**Metal layers overlaid**

Drawn at 4 px/um.
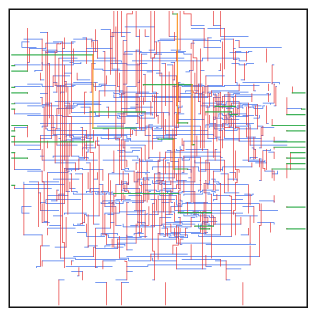
**Floorplan with the power grid**

Drawn at 4 px/um. Pins as bars on the die edge. Tap cells in gray.
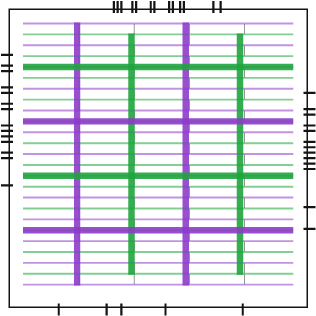
**The clock network**

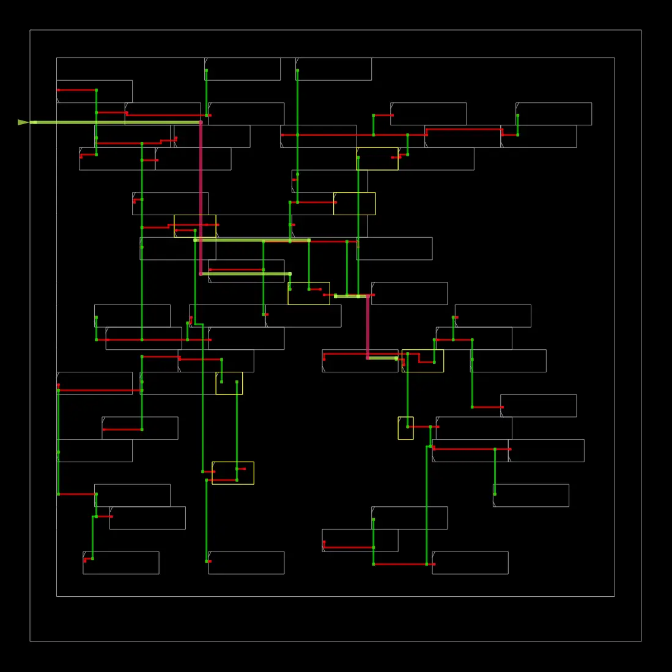
**M3 wires**

Drawn at 4 px/um. Cells faint in the background.
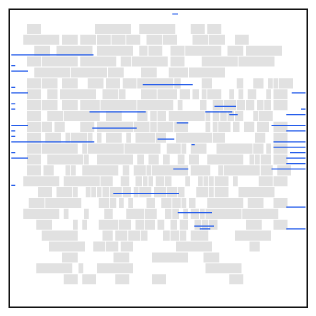
**M2 wires**

Drawn at 4 px/um.
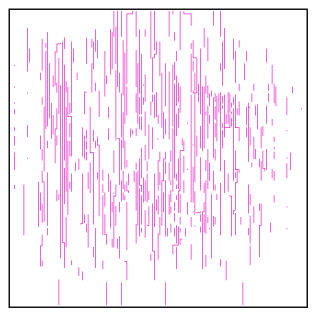
File: config.mk
export PLATFORM = sky130hd
export DESIGN_NAME = imem_program_loader
export DESIGN_NICKNAME = d
export VERILOG_FILES = /design/src/rtl/imem_program_loader.sv
export SDC_FILE = /design/constraint.sdc
export NUM_CORES = 1
export LEC_CHECK = 0
export CORE_MARGIN = 3
export CORE_UTILIZATION = 50
export CTS_BUF_LIST = sky130_fd_sc_hd__clkbuf_8
export CTS_CLUSTER_DIAMETER = 120
export DETAILED_ROUTE_END_ITERATION = 6
export PLACE_DENSITY = 0.81
export SYNTH_ARGS = -nofsm -noshare
export SYNTH_HDL_FRONTEND = slang
export SYNTH_SLANG_ARGS = --single-unit
File: constraint.sdc
create_clock -name Clock -period 2.5 [get_ports Clock]
set_clock_uncertainty 0.2 [all_clocks]
set_input_delay 0.25 -clock Clock [delete_from_list [all_inputs] [get_ports Clock]]
set_output_delay 0.25 -clock Clock [all_outputs]
set_load 0.005 [all_outputs]
File: src/rtl/imem_program_loader.sv
// Loads a length-prefixed, big-endian byte stream into the 128x16 instruction memory
// and holds the processor in reset until the whole program has been written.
module imem_program_loader #(
    parameter int unsigned ADDR_W = 7,
    parameter int unsigned DEPTH  = 128
) (
    input  logic              Clock,
    input  logic              Reset,
    input  logic              Start,
    input  logic [7:0]        Byte_In,
    input  logic              Byte_Valid,
    output logic              Byte_Ready,
    output logic [ADDR_W-1:0] Imem_Addr,
    output logic [15:0]       Imem_Data,
    output logic              Imem_Wr,
    output logic              CPU_Reset,
    output logic              Busy,
    output logic              Done,
    output logic              Error,
    output logic              Bad_Opcode,
    output logic [2:0]        State
);

    typedef enum logic [2:0] {
        S_IDLE  = 3'd0,
        S_LEN   = 3'd1,
        S_HI    = 3'd2,
        S_LO    = 3'd3,
        S_WRITE = 3'd4,
        S_DONE  = 3'd5,
        S_ERR   = 3'd6
    } state_t;

    state_t            state;
    logic [ADDR_W-1:0] index;
    logic [7:0]        len_q;
    logic [7:0]        hi_q;
    logic              last_word;

    assign last_word = (index == ADDR_W'(len_q - 8'd1));

    always_ff @(posedge Clock or posedge Reset) begin
        if (Reset) begin
            state      <= S_IDLE;
            index      <= '0;
            len_q      <= '0;
            hi_q       <= '0;
            Imem_Addr  <= '0;
            Imem_Data  <= '0;
            Bad_Opcode <= 1'b0;
        end else begin
            case (state)
                S_IDLE, S_DONE, S_ERR: begin
                    if (Start) begin
                        state      <= S_LEN;
                        Bad_Opcode <= 1'b0;
                    end
                end
                S_LEN: begin
                    if (Byte_Valid) begin
                        if (Byte_In == 8'd0 || 32'(Byte_In) > DEPTH) begin
                            state <= S_ERR;
                        end else begin
                            len_q <= Byte_In;
                            index <= '0;
                            state <= S_HI;
                        end
                    end
                end
                S_HI: begin
                    if (Byte_Valid) begin
                        hi_q  <= Byte_In;
                        state <= S_LO;
                    end
                end
                // Address/data are loaded here so they are stable for the whole WRITE
                // cycle and simply hold afterwards; the opcode flag rises with them.
                S_LO: begin
                    if (Byte_Valid) begin
                        Imem_Addr <= index;
                        Imem_Data <= {hi_q, Byte_In};
                        if (hi_q[7:4] > 4'h5) begin
                            Bad_Opcode <= 1'b1;
                        end
                        state <= S_WRITE;
                    end
                end
                S_WRITE: begin
                    if (last_word) begin
                        state <= S_DONE;
                    end else begin
                        index <= index + 1'b1;
                        state <= S_HI;
                    end
                end
                default: state <= S_IDLE;
            endcase
        end
    end

    assign Imem_Wr    = (state == S_WRITE);
    assign Byte_Ready = (state == S_LEN) || (state == S_HI) || (state == S_LO);
    assign Busy       = Byte_Ready || (state == S_WRITE);
    assign Done       = (state == S_DONE);
    assign Error      = (state == S_ERR);
    assign CPU_Reset  = (state != S_DONE);
    assign State      = state;

endmodule

==> impl_metrics.yaml <==
# flow metrics
cts:
  cts_resized: 0
  tritoncts: "done"
  cts-root-buf: "clkbuf_8"
  post_cts_buffers: 0
yosys:
  synth_warnings: 0
  synthArstFlopShare_pct: 100
  ys_ff: 49
  synthTopCellsByCount: "dfrtp_1, nand2_1, mux2_2"
  yosys-top-cells-area: "dfrtp_1, mux2_2, nand2_1"
  edf_count: 0
  ff_type: "dfrtp_1"
  synth_cell_types: 36
  ys_chip_area_um2: 2320
global_route:
  grt_pass1_wl_um: 8190
  grt_overflow: 0
  grt_util_met2_pct: 31.4
final_layout:
  largest_class: "sequential cells"
  n_antenna_cell: 0
  inv_count: 10
  flop_area_um2: 1230
  comb_area_um2: 1010
  seq_share_pct: 40.6
  clock_area_share_pct: 3.19
  nNetsFinal: 288
power_and_ir_drop:
  power_uw: 3480
  peakVddDrop_uv: 581
floorplan:
  coreArea_um2: 4410
  taps: 52
  die_height_um: 74.1
detailed_routing:
  drt-met1-wl_um: 2210
  vias_per_cell: 5.53
  wirelength_um: 4920
  met2_length_um: 2420
timing:
  drv_slew: 0
  setup-tns-final_ps: 0
  postLayoutSetupSlackWorst_ps: 169
  fin_crit_ps: 2330
placed_design:
  gp_congestion: 0.819
  post_dp_cell_area_um2: 2920
min_path:
  hp-class: "in2async"
setup_path:
  path_delay_family: "simple AND/OR/NAND/NOR gates"
  critPathRequiredTime_ps: 2550
run_status:
  outcome: "finished, final reports clean"
About 'metal layers overlaid':
| color | layer | wire length |
|---|---|---|
| orange | M4 | 68.0 um |
| green | M3 | 220 um |
| red | M2 | 2420 um |
| blue | M1 | 2210 um |

About 'floorplan with the power grid':
| color | net |
|---|---|
| green | VDD |
| purple | VSS |
tap cells: 52
signal pins: 45
met1 rails: 25

About 'the clock network':
CTS sink count: 49
FFs & Latches: 49
Late-Pin Clk Latency: 300 ps
# clk buffers: 6
Clock group: 486 uW

About 'M3 wires':
wire length on this layer: 220 um
nets with wire on the layer: 36

About 'M2 wires':
main direction: vertical
share of all routed wire: 49%

## registers in the layout, summed over array words and instances (netlist names)
name / flops
Bad_Opcode: 1
Imem_Data: 16
State: 3
len_q: 7
hi_q: 8
Imem_Addr: 7
index: 7
## power breakdown
group / total, uW / leakage (uW) / internal, uW / switching, uW
sequential: 1420 / 0.000610 / 1150 / 272
clock: 486 / 0.0000512 / 225 / 261
combinational: 1580 / 0.000669 / 942 / 635
## cells in the final DEF (no fill, tap or decap), types with 2 or more instances in the layout
cell             instances
o21ai_0                 10
nand2_1                 30
a31oi_1                  2
clkdlybuf4s50_1         44
clkbuf_8                 6
nor2_1                   8
or3_1                    5
a21oi_1                  7
nand4_1                  3
dfrtp_1                 49
xor2_1                   7
nor3_1                   3
inv_1                    9
nor4_1                   3
mux2_2                  29
ha_1                     2
nand3_1                  5
mux2i_1                  2
nand3b_1                 3
buf_4                   19
xnor2_1                  5
nand2b_1                 2
o2111ai_1                2
o21ai_1                  6
## kinds of logic (layout without fill, tap and decap cells)
kind of cell,after synthesis,count (layout),synth area share (%)
DFF,49,49,52.9
adders and majority gates,2,2,1.08
muxes,31,31,14.9
buffers and inverters,20,81,3.62
AOI/OAI and AO/OA,31,31,7.83
and+or+nand+nor,69,69,15.1
xor gates and xnor gates,12,12,4.53
## path summary, 6_finish.rpt
check	startpoint	endpoint	slack (ps)	depth (start not counted)
worst max register to register	len_q[0]	index[4]	260	9
worst min-delay path	Reset	len_q[1]	110	2
worst max-delay path	Byte_In[2]	index[4]	170	6
worst min register to register	Bad_Opcode	Bad_Opcode	290	2
min in group Clock	Bad_Opcode	Bad_Opcode	290	2
max in group asynchronous	Reset	index[3]	1420	3
No activity file was given, so power comes from the tool's default toggle rates.
